## src/rtl/sa_pkg.sv

```systemverilog
// +-----------------------------------------------------------------------------
// | sa_pkg
// | Status-array widths, the per-way word layout and the shared write request.
// | Rev 1.0 - initial release
// +-----------------------------------------------------------------------------
`default_nettype none

package sa_pkg;

    localparam int SET_ADDR_WIDTH = 4;
    localparam int NUM_WAYS       = 4;
    localparam int SA_WORD_WIDTH  = 2 * NUM_WAYS;

    // Way w occupies bits [2w+1:2w] = {use[w], valid[w]}.
    function automatic int use_bit_idx(input int way);
        return 2 * way + 1;
    endfunction

    function automatic int valid_bit_idx(input int way);
        return 2 * way;
    endfunction

    typedef struct packed {
        logic [SET_ADDR_WIDTH-1:0] set_addr;
        logic [SA_WORD_WIDTH-1:0]  data;
        logic [NUM_WAYS-1:0]       mask;
    } sa_w_req;

endpackage

`default_nettype wire

```

## src/rtl/ubit_next_calc.sv

```systemverilog
// +-----------------------------------------------------------------------------
// | ubit_next_calc
// | NRU use-bit update for one hit: sets the hit way's use bit, and when that
// | would saturate the set, restarts with only the hit way marked.
// | Rev 1.0 - initial release
// +-----------------------------------------------------------------------------
`default_nettype none

module ubit_next_calc
    import sa_pkg::*;
(
    input  logic [SA_WORD_WIDTH-1:0] i_sa_word,
    input  logic [NUM_WAYS-1:0]      i_hit_way,
    output logic [SA_WORD_WIDTH-1:0] o_data,
    output logic [NUM_WAYS-1:0]      o_mask
);

    logic [NUM_WAYS-1:0] w_u_old;
    logic [NUM_WAYS-1:0] w_u_or;
    logic [NUM_WAYS-1:0] w_u_new;

    always_comb begin
        w_u_old = '0;
        for (int w = 0; w < NUM_WAYS; w++) begin
            w_u_old[w] = i_sa_word[use_bit_idx(w)];
        end
        w_u_or  = w_u_old | i_hit_way;
        w_u_new = (&w_u_or) ? i_hit_way : w_u_or;
        o_mask  = w_u_old ^ w_u_new;
        // Valid bits pass through untouched; only use bits are rewritten.
        o_data  = i_sa_word;
        for (int w = 0; w < NUM_WAYS; w++) begin
            o_data[use_bit_idx(w)] = w_u_new[w];
        end
    end

endmodule

`default_nettype wire

```

## src/rtl/ubit_updater.sv

```systemverilog
// +-----------------------------------------------------------------------------
// | ubit_updater
// | Queues masked use-bit writes for hit sets and presents them to the status
// | array write arbiter. Define UBIT_COALESCE_EN to merge same-set hits into
// | queued non-head entries.
// | Rev 1.0 - initial release
// +-----------------------------------------------------------------------------
`default_nettype none

module ubit_updater
    import sa_pkg::*;
#(
    parameter int FIFO_DEPTH = 4
) (
    input  logic                      clk,
    input  logic                      rstn,
    input  logic                      i_hit_valid,
    input  logic [SET_ADDR_WIDTH-1:0] i_hit_set_addr,
    input  logic [NUM_WAYS-1:0]       i_hit_way,
    input  logic [SA_WORD_WIDTH-1:0]  i_hit_sa_word,
    input  logic                      i_flush,
    input  logic                      i_ubit_upd_sa_ready,
    output logic [SET_ADDR_WIDTH-1:0] o_ubit_upd_sa_set_addr,
    output logic [SA_WORD_WIDTH-1:0]  o_ubit_upd_sa_data,
    output logic [NUM_WAYS-1:0]       o_ubit_upd_sa_mask,
    output logic                      o_ubit_upd_sa_valid,
    output logic                      o_drop
);

    localparam int                 c_ptr_w = $clog2(FIFO_DEPTH);
    localparam int                 c_cnt_w = c_ptr_w + 1;
    localparam logic [c_cnt_w-1:0] c_full  = c_cnt_w'(FIFO_DEPTH);

    sa_w_req                  r_mem [FIFO_DEPTH];
    logic [c_ptr_w-1:0]       r_rd_ptr;
    logic [c_ptr_w-1:0]       r_wr_ptr;
    logic [c_cnt_w-1:0]       r_count;

    logic [SA_WORD_WIDTH-1:0] w_hit_data;
    logic [NUM_WAYS-1:0]      w_hit_mask;
    logic                     w_valid;
    logic                     w_full;
    logic                     w_pop;
    logic                     w_push_req;
    logic                     w_push;
    logic                     w_merge;
    sa_w_req                  w_head;

    ubit_next_calc u_hit_calc (
        .i_sa_word (i_hit_sa_word),
        .i_hit_way (i_hit_way),
        .o_data    (w_hit_data),
        .o_mask    (w_hit_mask)
    );

`ifdef UBIT_COALESCE_EN
    logic [c_ptr_w-1:0]       w_merge_idx;
    logic                     w_merge_found;
    logic [SA_WORD_WIDTH-1:0] w_merge_data;
    logic [NUM_WAYS-1:0]      w_merge_chg;

    // Offsets start at 1 so the head, possibly mid-handshake, is never touched;
    // later matches overwrite earlier ones, leaving the youngest.
    always_comb begin
        w_merge_found = 1'b0;
        w_merge_idx   = r_rd_ptr;
        for (int i = 1; i < FIFO_DEPTH; i++) begin
            if ((c_cnt_w'(i) < r_count) &&
                (r_mem[r_rd_ptr + c_ptr_w'(i)].set_addr == i_hit_set_addr)) begin
                w_merge_found = 1'b1;
                w_merge_idx   = r_rd_ptr + c_ptr_w'(i);
            end
        end
    end

    assign w_merge = i_hit_valid & w_merge_found & ~i_flush;

    ubit_next_calc u_merge_calc (
        .i_sa_word (r_mem[w_merge_idx].data),
        .i_hit_way (i_hit_way),
        .o_data    (w_merge_data),
        .o_mask    (w_merge_chg)
    );
`else
    assign w_merge = 1'b0;
`endif

    assign w_valid    = (r_count != '0);
    assign w_full     = (r_count == c_full);
    assign w_pop      = w_valid & i_ubit_upd_sa_ready;
    assign w_push_req = i_hit_valid & (|w_hit_mask) & ~w_merge;
    assign w_push     = w_push_req & (~w_full | w_pop);
    assign o_drop     = rstn & ~i_flush & w_push_req & w_full & ~w_pop;

    always_ff @(posedge clk) begin
        if (!rstn) begin
            r_rd_ptr <= '0;
            r_wr_ptr <= '0;
            r_count  <= '0;
        end else if (i_flush) begin
            r_rd_ptr <= '0;
            r_wr_ptr <= '0;
            r_count  <= '0;
        end else begin
            if (w_push) begin
                r_mem[r_wr_ptr] <= '{set_addr: i_hit_set_addr, data: w_hit_data, mask: w_hit_mask};
                r_wr_ptr        <= r_wr_ptr + 1'b1;
            end
`ifdef UBIT_COALESCE_EN
            if (w_merge) begin
                r_mem[w_merge_idx].data <= w_merge_data;
                r_mem[w_merge_idx].mask <= r_mem[w_merge_idx].mask | w_merge_chg;
            end
`endif
            if (w_pop) begin
                r_rd_ptr <= r_rd_ptr + 1'b1;
            end
            r_count <= r_count + c_cnt_w'(w_push) - c_cnt_w'(w_pop);
        end
    end

    // Storage is not reset; outputs are zeroed whenever the queue is empty.
    assign w_head                 = r_mem[r_rd_ptr];
    assign o_ubit_upd_sa_valid    = w_valid;
    assign o_ubit_upd_sa_set_addr = w_valid ? w_head.set_addr : '0;
    assign o_ubit_upd_sa_data     = w_valid ? w_head.data     : '0;
    assign o_ubit_upd_sa_mask     = w_valid ? w_head.mask     : '0;

    a_hit_way_onehot: assert property (@(posedge clk) disable iff (!rstn)
        i_hit_valid |-> $onehot(i_hit_way));

endmodule

`default_nettype wire
```

## config.mk

```make
export PLATFORM = sky130hd
export DESIGN_NAME = ubit_updater
export DESIGN_NICKNAME = d
export VERILOG_FILES = /design/src/rtl/sa_pkg.sv /design/src/rtl/ubit_next_calc.sv /design/src/rtl/ubit_updater.sv
export SDC_FILE = /design/constraint.sdc
export NUM_CORES = 1
export LEC_CHECK = 0
export CAP_MARGIN = 5
export CORE_MARGIN = 2
export CORE_UTILIZATION = 54
export CTS_CLUSTER_SIZE = 8
export DETAILED_ROUTE_END_ITERATION = 12
export PLACE_DENSITY = 0.78
export SLEW_MARGIN = 10
export SYNTH_ARGS = -nofsm -noshare
export SYNTH_HDL_FRONTEND = slang
export SYNTH_SLANG_ARGS = --single-unit
```

## constraint.sdc

```tcl
create_clock -name clk -period 3.4 [get_ports clk]
set_clock_uncertainty 0.1 [all_clocks]
set_input_delay 0.68 -clock clk [delete_from_list [all_inputs] [get_ports clk]]
set_output_delay 0.68 -clock clk [all_outputs]
set_load 0.05 [all_outputs]
```

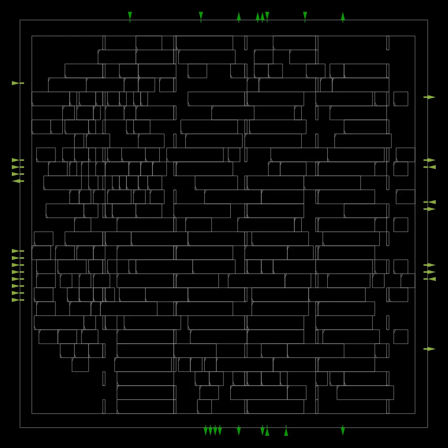
Fig. 1. Placed standard cells.
Cell Count, Final, Fillers Out: 305
fraction of the core area covered by cells at the end of the flow: 0.681

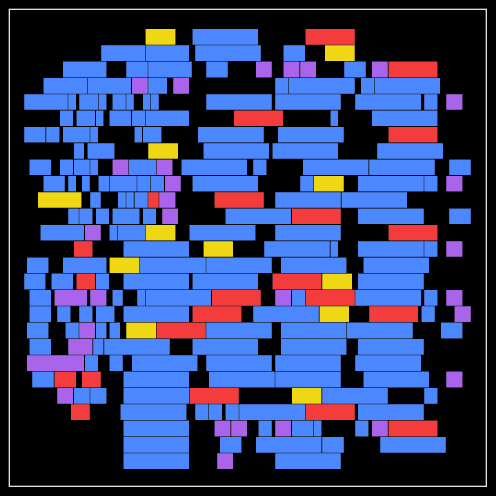
Fig. 2. Sizing map.
Scale: 6 px per um.
| color | size | cells | share |
|---|---|---|---|
| purple | x3 and x4 | 30 | 13% |
| blue | x1 and smaller | 169 | 73% |
| yellow | x6 and larger | 12 | 5.2% |
| red | x2 | 22 | 9.4% |
final standard cell area without fillers: 3720 sq um
buffer count excluding the clock tree in the final layout: 49
relative area change from synthesis to final layout: 21.8%
Final WS setup: 0.202 ns

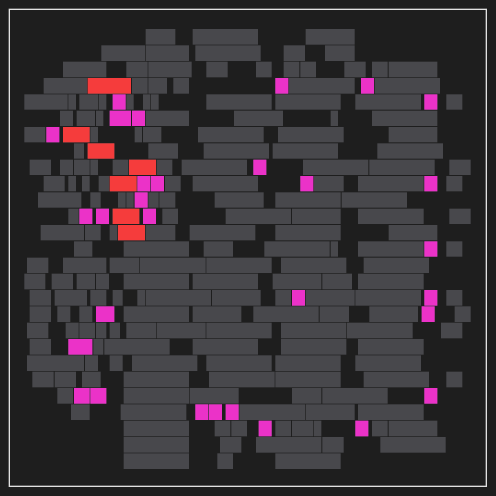
Fig. 3. Gate families picked out.
Scale: 6 px per um.
| color | family | cells | most used |
|---|---|---|---|
| red | fa/ha/maj cells | 7 | ha_1 |
| magenta | and/or cells | 30 | and2_1 |
top logic cell by instance count in the layout: sky130_fd_sc_hd__edfxtp_1
share of the final layout cell area in multi-input gates: 0.245

==> summary.rpt <==
SETUP PATH
------------------------------------------------------------------------------
Capturing instance or port of the critical path                         o_drop
Peak per-stage delay on the critical path                              0.50 ns
Worst Setup SP                                                    i_hit_way[0]
Worst R2R Setup Slack                                                  0.81 ns
Origin of the critical flop-to-flop path                            r_count[1]
Length in cells of the worst reg-to-reg path                                11
Slowest cell on the critical path                                 sky130_fd_sc_hd__clkdlybuf4s50_1

SYNTHESIS
------------------------------------------------------------------------------
Synthesized flop and latch total                                            73
Post-synth cell types                                                       32
Number of enable-type register cells in the synthesized netlist             64
Mean Syn Cell Area                                                  17.6 sq um

HOLD PATH
------------------------------------------------------------------------------
Worst hold path cell count                                                   2
Startpoint of the worst hold path                                   r_count[2]

ROUTING
------------------------------------------------------------------------------
Topmost layer with routed signal wires                                    met4
Met3 WL post-DR                                                         160 um
DRC Markers                                                                  0
Number of iterations in the first detailed-routing pass                      4

PLACE
------------------------------------------------------------------------------
Placed insts                                                               289

JOB
------------------------------------------------------------------------------
Tally of OpenROAD warnings                                                  29

CTS
------------------------------------------------------------------------------
TritonCTS clock tree                                                     built
Number of cells upsized or downsized after cts                               0

TIMING
------------------------------------------------------------------------------
Worst hold slack after final layout                                   0.445 ns
Unrepaired setup endpoints after global routing                             no
Max_slew headroom                                                        0.470

FLOORPLAN
------------------------------------------------------------------------------
Die Footprint                                                       6280 sq um
Core Region                                                         5470 sq um
Row count                                                                   27

STATUS
------------------------------------------------------------------------------
Result of the run                                                 complete, no violations

POWER
------------------------------------------------------------------------------
Worst IR Drop VDD                                                     0.264 mV

FINISH
------------------------------------------------------------------------------
Register containing the most flip-flops in the final layout              r_mem

Power figures rest on the tool's default switching activity, not on a simulated workload.
